$ cat src/rtl/cpu_8bit_pkg.sv
// rtl/cpu_8bit_pkg.sv - opcodes, field positions and widths for the 8-bit accumulator core
package cpu_8bit_pkg;

    localparam int DATA_W = 8;
    localparam int REG_N  = 8;

    localparam int OP_MSB = 7;
    localparam int OP_LSB = 4;
    localparam int D_BIT  = 3;
    localparam int N_MSB  = 2;
    localparam int IMM_MSB = 3;

    localparam logic [3:0] OP_MOV   = 4'h0;
    localparam logic [3:0] OP_LDI   = 4'h1;
    localparam logic [3:0] OP_LDH   = 4'h2;
    localparam logic [3:0] OP_NOT   = 4'h3;
    localparam logic [3:0] OP_ADD   = 4'h4;
    localparam logic [3:0] OP_SUB   = 4'h5;
    localparam logic [3:0] OP_AND   = 4'h6;
    localparam logic [3:0] OP_OR    = 4'h7;
    localparam logic [3:0] OP_XOR   = 4'h8;
    localparam logic [3:0] OP_SHIFT = 4'h9;
    localparam logic [3:0] OP_INC   = 4'hA;
    localparam logic [3:0] OP_DEC   = 4'hB;
    localparam logic [3:0] OP_NOP   = 4'hC;

endpackage

$ cat src/rtl/cpu_8bit_alu.sv
// rtl/cpu_8bit_alu.sv - combinational ALU producing the new accumulator value and flags
module cpu_8bit_alu
    import cpu_8bit_pkg::*;
(
    input  logic [3:0]        op,
    input  logic              d,
    input  logic [DATA_W-1:0] c,
    input  logic [DATA_W-1:0] r,
    input  logic              cf_in,
    output logic [DATA_W-1:0] result,
    output logic              cf_out,
    output logic              zf_out,
    output logic              c_we,
    output logic              flags_we
);

    logic [DATA_W:0] wide;

    always_comb begin
        result   = c;
        cf_out   = cf_in;
        c_we     = 1'b0;
        flags_we = 1'b0;
        wide     = '0;
        case (op)
            OP_MOV: begin
                result = r;
                c_we   = ~d;
            end
            OP_NOT: begin
                result   = ~r;
                c_we     = 1'b1;
                flags_we = 1'b1;
            end
            OP_ADD: begin
                wide     = {1'b0, c} + {1'b0, r};
                result   = wide[DATA_W-1:0];
                cf_out   = wide[DATA_W];
                c_we     = 1'b1;
                flags_we = 1'b1;
            end
            OP_SUB: begin
                // The ninth bit of a zero-extended subtraction is the unsigned borrow.
                wide     = {1'b0, c} - {1'b0, r};
                result   = wide[DATA_W-1:0];
                cf_out   = wide[DATA_W];
                c_we     = 1'b1;
                flags_we = 1'b1;
            end
            OP_AND, OP_OR, OP_XOR: begin
                result   = (op == OP_AND) ? (c & r) : (op == OP_OR) ? (c | r) : (c ^ r);
                cf_out   = 1'b0;
                c_we     = 1'b1;
                flags_we = 1'b1;
            end
            OP_SHIFT: begin
                result   = d ? {1'b0, c[DATA_W-1:1]} : {c[DATA_W-2:0], 1'b0};
                cf_out   = d ? c[0] : c[DATA_W-1];
                c_we     = 1'b1;
                flags_we = 1'b1;
            end
            OP_INC: begin
                wide     = {1'b0, c} + 9'd1;
                result   = wide[DATA_W-1:0];
                cf_out   = wide[DATA_W];
                c_we     = 1'b1;
                flags_we = 1'b1;
            end
            OP_DEC: begin
                result   = c - 8'd1;
                cf_out   = (c == '0);
                c_we     = 1'b1;
                flags_we = 1'b1;
            end
            default: ;
        endcase
    end

    assign zf_out = (result == '0);

endmodule

$ cat src/rtl/cpu_8bit.sv
// rtl/cpu_8bit.sv - single-cycle accumulator CPU: decode, register file, accumulator and flags
module cpu_8bit
    import cpu_8bit_pkg::*;
(
    input  logic              clk,
    input  logic              rst,
    input  logic [7:0]        iBus,
    output logic [DATA_W-1:0] acc,
    output logic              zf,
    output logic              cf
);

    logic [DATA_W-1:0] rf [REG_N];

    logic [3:0]        op;
    logic              d;
    logic [2:0]        n;
    logic [3:0]        imm;
    logic [DATA_W-1:0] alu_result;
    logic              alu_cf;
    logic              alu_zf;
    logic              c_we;
    logic              flags_we;

    assign op  = iBus[OP_MSB:OP_LSB];
    assign d   = iBus[D_BIT];
    assign n   = iBus[N_MSB:0];
    assign imm = iBus[IMM_MSB:0];

    cpu_8bit_alu u_alu (
        .op       (op),
        .d        (d),
        .c        (acc),
        .r        (rf[n]),
        .cf_in    (cf),
        .result   (alu_result),
        .cf_out   (alu_cf),
        .zf_out   (alu_zf),
        .c_we     (c_we),
        .flags_we (flags_we)
    );

    // Immediate loads bypass the ALU since they never touch the flags.
    always_ff @(posedge clk or negedge rst) begin
        if (!rst) begin
            acc <= '0;
            zf  <= 1'b0;
            cf  <= 1'b0;
            for (int i = 0; i < REG_N; i++) begin
                rf[i] <= '0;
            end
        end else begin
            if (op == OP_LDI) begin
                acc <= {4'h0, imm};
            end else if (op == OP_LDH) begin
                acc <= {imm, acc[3:0]};
            end else if (c_we) begin
                acc <= alu_result;
            end
            if (flags_we) begin
                zf <= alu_zf;
                cf <= alu_cf;
            end
            if (op == OP_MOV && d) begin
                rf[n] <= acc;
            end
        end
    end

endmodule

$ cat config.mk
export PLATFORM = sky130hd
export DESIGN_NAME = cpu_8bit
export DESIGN_NICKNAME = d
export VERILOG_FILES = /design/src/rtl/cpu_8bit_pkg.sv /design/src/rtl/cpu_8bit_alu.sv /design/src/rtl/cpu_8bit.sv
export SDC_FILE = /design/constraint.sdc
export NUM_CORES = 1
export LEC_CHECK = 0
export CORE_MARGIN = 1.5
export CORE_UTILIZATION = 38
export DETAILED_ROUTE_END_ITERATION = 10
export SYNTH_ARGS = -nofsm -noshare
export SYNTH_HDL_FRONTEND = slang
export SYNTH_SLANG_ARGS = --single-unit
$ cat constraint.sdc
create_clock -name clk -period 4.33 [get_ports clk]
set_clock_uncertainty 0.2 [all_clocks]
set_input_delay 1.299 -clock clk [delete_from_list [all_inputs] [get_ports clk]]
set_output_delay 1.299 -clock clk [all_outputs]
set_load 0.02 [all_outputs]
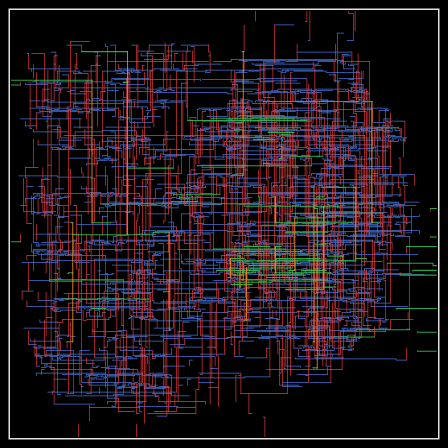
**Above:** run 1 (routed metal, one colour a layer).
green -> M3  # wire length 967 µm
orange -> M4  # wire length 424 µm
red -> M2  # wire length 7800 µm
blue -> M1  # wire length 7470 µm

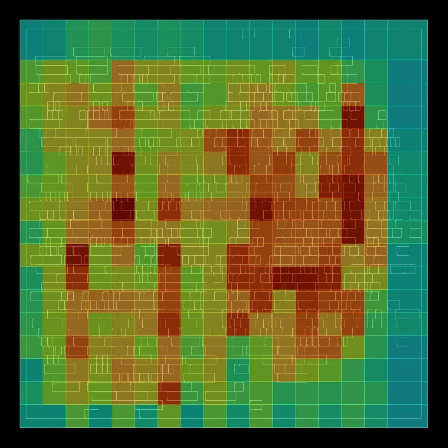
**Above:** run 1 (routing congestion map).
post-route core utilization: 51.5%
Total GRT Usage: 23.5%
average wire per standard cell: 18.8 µm
met1 Resource Use GR: 32.2%
layer carrying the most global-route usage: met2

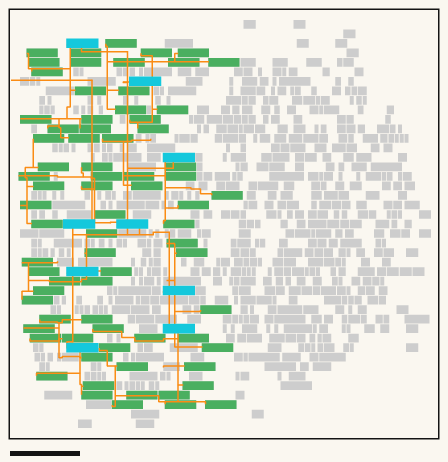
**Above:** run 1 (clock distribution).
Bar = 20 µm.
green -> flip-flops  # count 74
orange -> clock wires  # length 904 µm
cyan -> clock-net drivers  # count 9
routed clock nets = 10
Clk Latency, worst-skew pair: 0.33 ns
clock power share: 26.2%
power consumed by the clock network: 0.751 mW

==> CHANGELOG.md, run 1 <==
### Metrics

* Parity-gate share of the synthesized area counting xor and xnor cells at 2.42%
* Placed inst area at 0.00646 mm²
* Half-perimeter wire length after placement at 12200 µm
* Cell-internal power at 1.86 mW
* Post-layout worst setup margin at -0.0785 ns
* Buffers added on ports at 19
* Antenna violations before repair at 0
* Max FFs per register at 64
* Count of plain and timing-repair buffers in the layout at 132
* Cell area after synthesis at 0.00542 mm²
* Placer's final routability congestion estimate at 0.933
* Dominant class by area: multi-input combinational cells
* Transition time of the tightest slew-check pin at 0.892 ns
* Critical Path Sink Type: flop
* Cell Type Count at between 70 and 80
* Met2 global-route usage at ~38%
* Sequential share of power at 29.9%
* Most area-hungry cell type in the Yosys netlist: dfrtp_1
* Count of inserted antenna diode cells at 0
* GRT Residual Overflow at 0
* Worst hold-check path type: reg -> reg
* Setup Total Neg Slack at -0.0785 ns
* Static power due to leakage at 3.11 nW
* Setup Slack @ Placement at -0.983 ns
* Fraction of power consumed by combinational cells at 43.9%
* Shortest clock period the worst path allows after layout at 4.41 ns
* H-tree lvl count at 3
* Largest stage delay on the critical path at 0.54 ns
* Count of final setup violators at 1
* Master cell of the clock root buffer: clkbuf_16
* Run status: finished, violations left
* Most instantiated library cell after synthesis: nand2_1
* Violated checks: setup timing
* Critical Path Source: iBus[0]
* Maximum Capacitance Violations at 0
* Data required time of the worst path at 4.39 ns
* Synthesized chip area reported by yosys at 0.00542 mm²
* Area of the multi-input gates at 0.00349 mm²
* Worst hold-check slack at roughly 0.28 ns
**Run 1: cells coloured by class**

Bar = 20 µm.
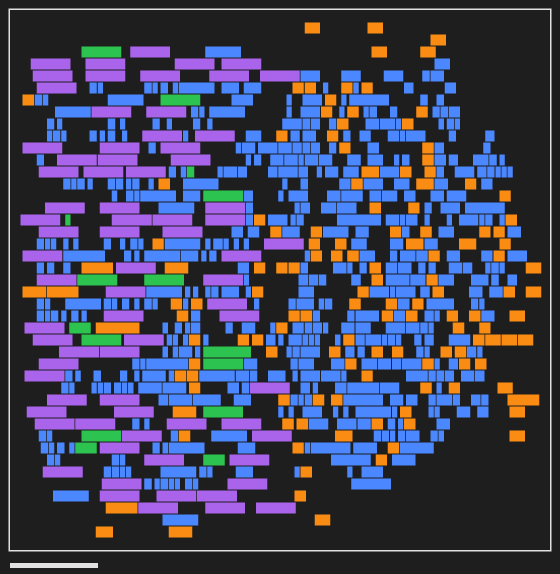

## Run 2: what changed since run 1
SKIP_CTS_REPAIR_TIMING = 1   (was unset)
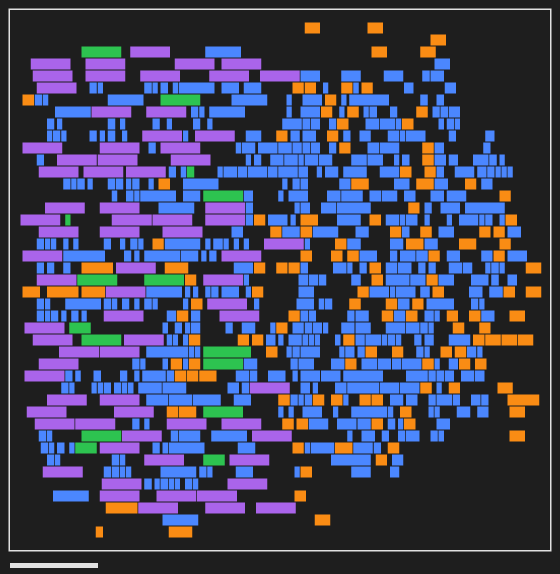
**Above:** run 2 (cells coloured by class).
Bar = 20 µm.
blue -> remaining logic cells  # cells 483, share of their area 52%
purple -> sequential cells  # cells 74, share of their area 27%
orange -> remaining buffers and delay cells  # cells 131, share of their area 16%
green -> clock drivers and dummy loads  # cells 15, share of their area 4.5%
core area: 0.0139 mm²
std cell rows: 43

==> run 2 against run 1 <==
  * The flow still finishes with violations (setup timing)
  * Via count is 0.38% lower
  * Sequential cell count stayed put
  * Area after synthesis stayed put
  * Hold slack worse by 0.0031 ns
  * Fmax hardly changed
  * Global-route usage is 0.43 points lower
  * Non-clock buffer count is 1 lower
  * Synthesized cell count stayed put
  * Routed wire length is 0.78% lower
  * Setup slack hardly changed
  * Clock power hardly changed
  * Die area stayed put
  * Largest cell class unchanged
  * Largest power group unchanged
==> CHANGELOG.md, run 2 <==
### Metrics

* Total GRT Usage at 23.1% (-0.43 points)
* Synthesized chip area reported by yosys at 0.00542 mm² (unchanged)
* Sequential share of power at 30.2% (+0.3 points)
* Placer's final routability congestion estimate at 0.933 (unchanged)
* Power consumed by the clock network at 0.751 mW (about the same)
* Count of final setup violators at 2 (+1)
* Most area-hungry cell type in the Yosys netlist: dfrtp_1
* Cell-internal power at 1.84 mW (-1.0%)
* Cell Type Count at 78 (unchanged)
* Violated checks: setup timing
* Area of the multi-input gates at 0.00346 mm² (-0.90%)
* Post-route core utilization at 51.0% (-0.41 points)
* Met2 global-route usage at 37.4% (-0.49 points)
* Post-layout worst setup margin at -0.0782 ns (+0.000282 ns)
* Dominant class by area: multi-input combinational cells
* Worst hold-check slack at 0.273 ns (-0.00305 ns)
* Cell area after synthesis at 0.00542 mm² (unchanged)
* Count of inserted antenna diode cells at 0 (unchanged)
* GRT Residual Overflow at 0 (unchanged)
* Parity-gate share of the synthesized area counting xor and xnor cells at 2.42% (unchanged)
* Average wire per standard cell at 18.7 µm (-0.67%)
* Setup Total Neg Slack at -0.0994 ns (-0.0209 ns)
* Data required time of the worst path at 4.39 ns (about the same)
* Clk Latency, worst-skew pair at 0.33 ns (about the same)
* Transition time of the tightest slew-check pin at 0.892 ns (-0.0000332 ns)
* H-tree lvl count at 3 (unchanged)
* Buffers added on ports at 19 (unchanged)
* Master cell of the clock root buffer: clkbuf_16
* Half-perimeter wire length after placement at 12200 µm (unchanged)
* Shortest clock period the worst path allows after layout at 4.41 ns (-0.000281 ns)
* Max FFs per register at 64 (unchanged)
* Layer carrying the most global-route usage: met2
* Met1 Resource Use GR at 31.1% (-1.2 points)
* Most instantiated library cell after synthesis: nand2_1
* Static power due to leakage at 3.09 nW (-0.54%)
* Largest stage delay on the critical path at 0.42 ns (-0.12 ns)
* Run status: finished, violations left
* Antenna violations before repair at 0 (unchanged)
* Critical Path Sink Type: flop
* Critical Path Source: iBus[1]
* Clock power share at 26.5% (+0.3 points)
**Run 2: floorplan with the power grid**

Bar = 20 µm. Pins as bars on the die edge.
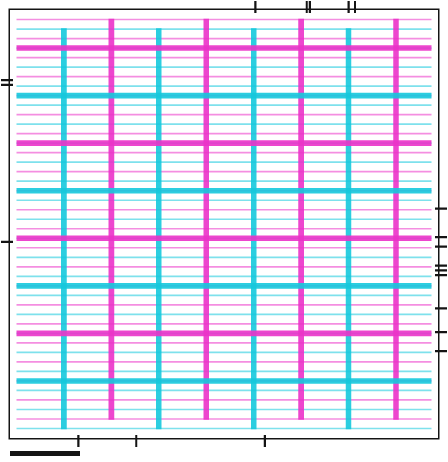

## Run 3: what changed since run 2
CORE_MARGIN = 4   (was 1.5)
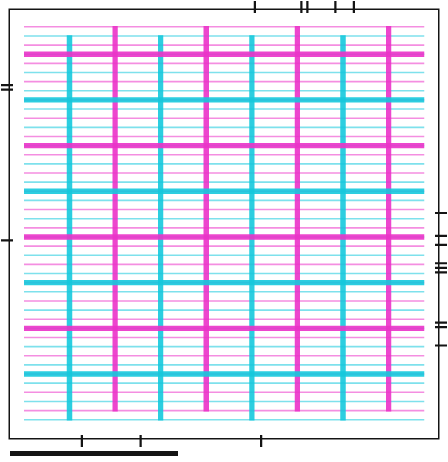
**Above:** run 3 (floorplan with the power grid).
Bar = 50 µm. Pins as bars on the die edge.
magenta -> VDD
cyan -> VSS
signal pins = 20
met1 rails = 44
rows = 43
worst IR drop on VDD: 260 µV
core area: 0.0139 mm²
Die Ht: 127 µm
width of the die: 127 µm

==> run 3 against run 2 <==
  * The run still ends with setup timing left
  * Sequential power is 0.6% higher
  * Register-to-register slack got worse by 0.06 ns
  * Clock power increased by 8.1%
  * Sequential share of layout area increased by 0.76 points
  * Setup slack got worse by 0.065 ns
  * Global-route usage shrank 3.0 points
  * Combinational power decreased by 7%
==> CHANGELOG.md, run 3 <==
### Metrics

* Run status: finished, violations left
* Violated checks: setup timing
* Share of synthesized area occupied by flip-flops and latches at 34.2%
* Post-route core utilization at 49.4% (-1.6 points)
* Met1 Resource Use GR at 27.0% (-4.0 points)
* Total stage count of the critical path at 18
* Half-perimeter wire length after placement at 12100 µm (-1.5%)
* Layout cell share with drive strength beyond 1 at between 20 and 30%
* Transition time of the tightest slew-check pin at 0.929 ns (+0.0374 ns)
* Clk Latency, worst-skew pair at 0.33 ns (about the same)
* Data required time of the worst path at 4.38 ns (about the same)
* Post-layout worst setup margin at -0.143 ns (-0.0646 ns)
* Average wire per standard cell at 18.7 µm (-0.17%)
* Critical Path Source: iBus[1]
* Master cell of the clock root buffer: clkbuf_16
* Count of inserted antenna diode cells at 0 (unchanged)
* Placer's final routability congestion estimate at 0.986 (+5.6%)
* Static power due to leakage at 3.01 nW (-2.5%)
* Setup Total Neg Slack at -0.147 ns (-0.0476 ns)
* Max FFs per register at 64 (unchanged)
* Largest stage delay on the critical path at 0.50 ns (+0.08 ns)
* GRT Residual Overflow at 0 (unchanged)
* Most area-hungry cell type in the Yosys netlist: dfrtp_1
* Most instantiated library cell after synthesis: nand2_1
* Cell area after synthesis at 0.00542 mm² (unchanged)
* Worst hold-check slack at 0.276 ns (+0.00311 ns)
* Shortest clock period the worst path allows after layout at 4.47 ns (+0.0646 ns)
* Top power consumer group: combinational logic
* Power consumed by the clock network at 0.812 mW (+8.1%)
* Total GRT Usage at 20.1% (-3.0 points)
* Synthesized chip area reported by yosys at 0.00542 mm² (unchanged)
* Layout clock buffer count at 12
* Area of the multi-input gates at 0.00339 mm² (-2.1%)
* Std cell rows at 43 (unchanged)
* Sequential share of power at 30.6% (+0.4 points)
* Met1 Routed Length at 7200 µm
* Cell-internal power at 1.84 mW (+0.20%)
* Antenna violations before repair at 0 (unchanged)
* Clock power share at 28.8% (+2.3 points)
* Layer carrying the most global-route usage: met2
* Buffers added on ports at 19 (unchanged)
* Top FF cell, synth: dfrtp_1
* Dominant class by area: multi-input combinational cells
* Final routed wirelength across all metal layers at 16300 µm
* Met2 global-route usage at 33.6% (-3.9 points)
* Count of final setup violators at 2 (unchanged)
* Cell Type Count at 78 (unchanged)
* Critical Path Sink Type: flop
* Main combinational cell family by area after synthesis: AND-OR/OR-AND gates
* FF+latch area at approximately 0.0019 mm²
Power and IR drop assume default switching activity.
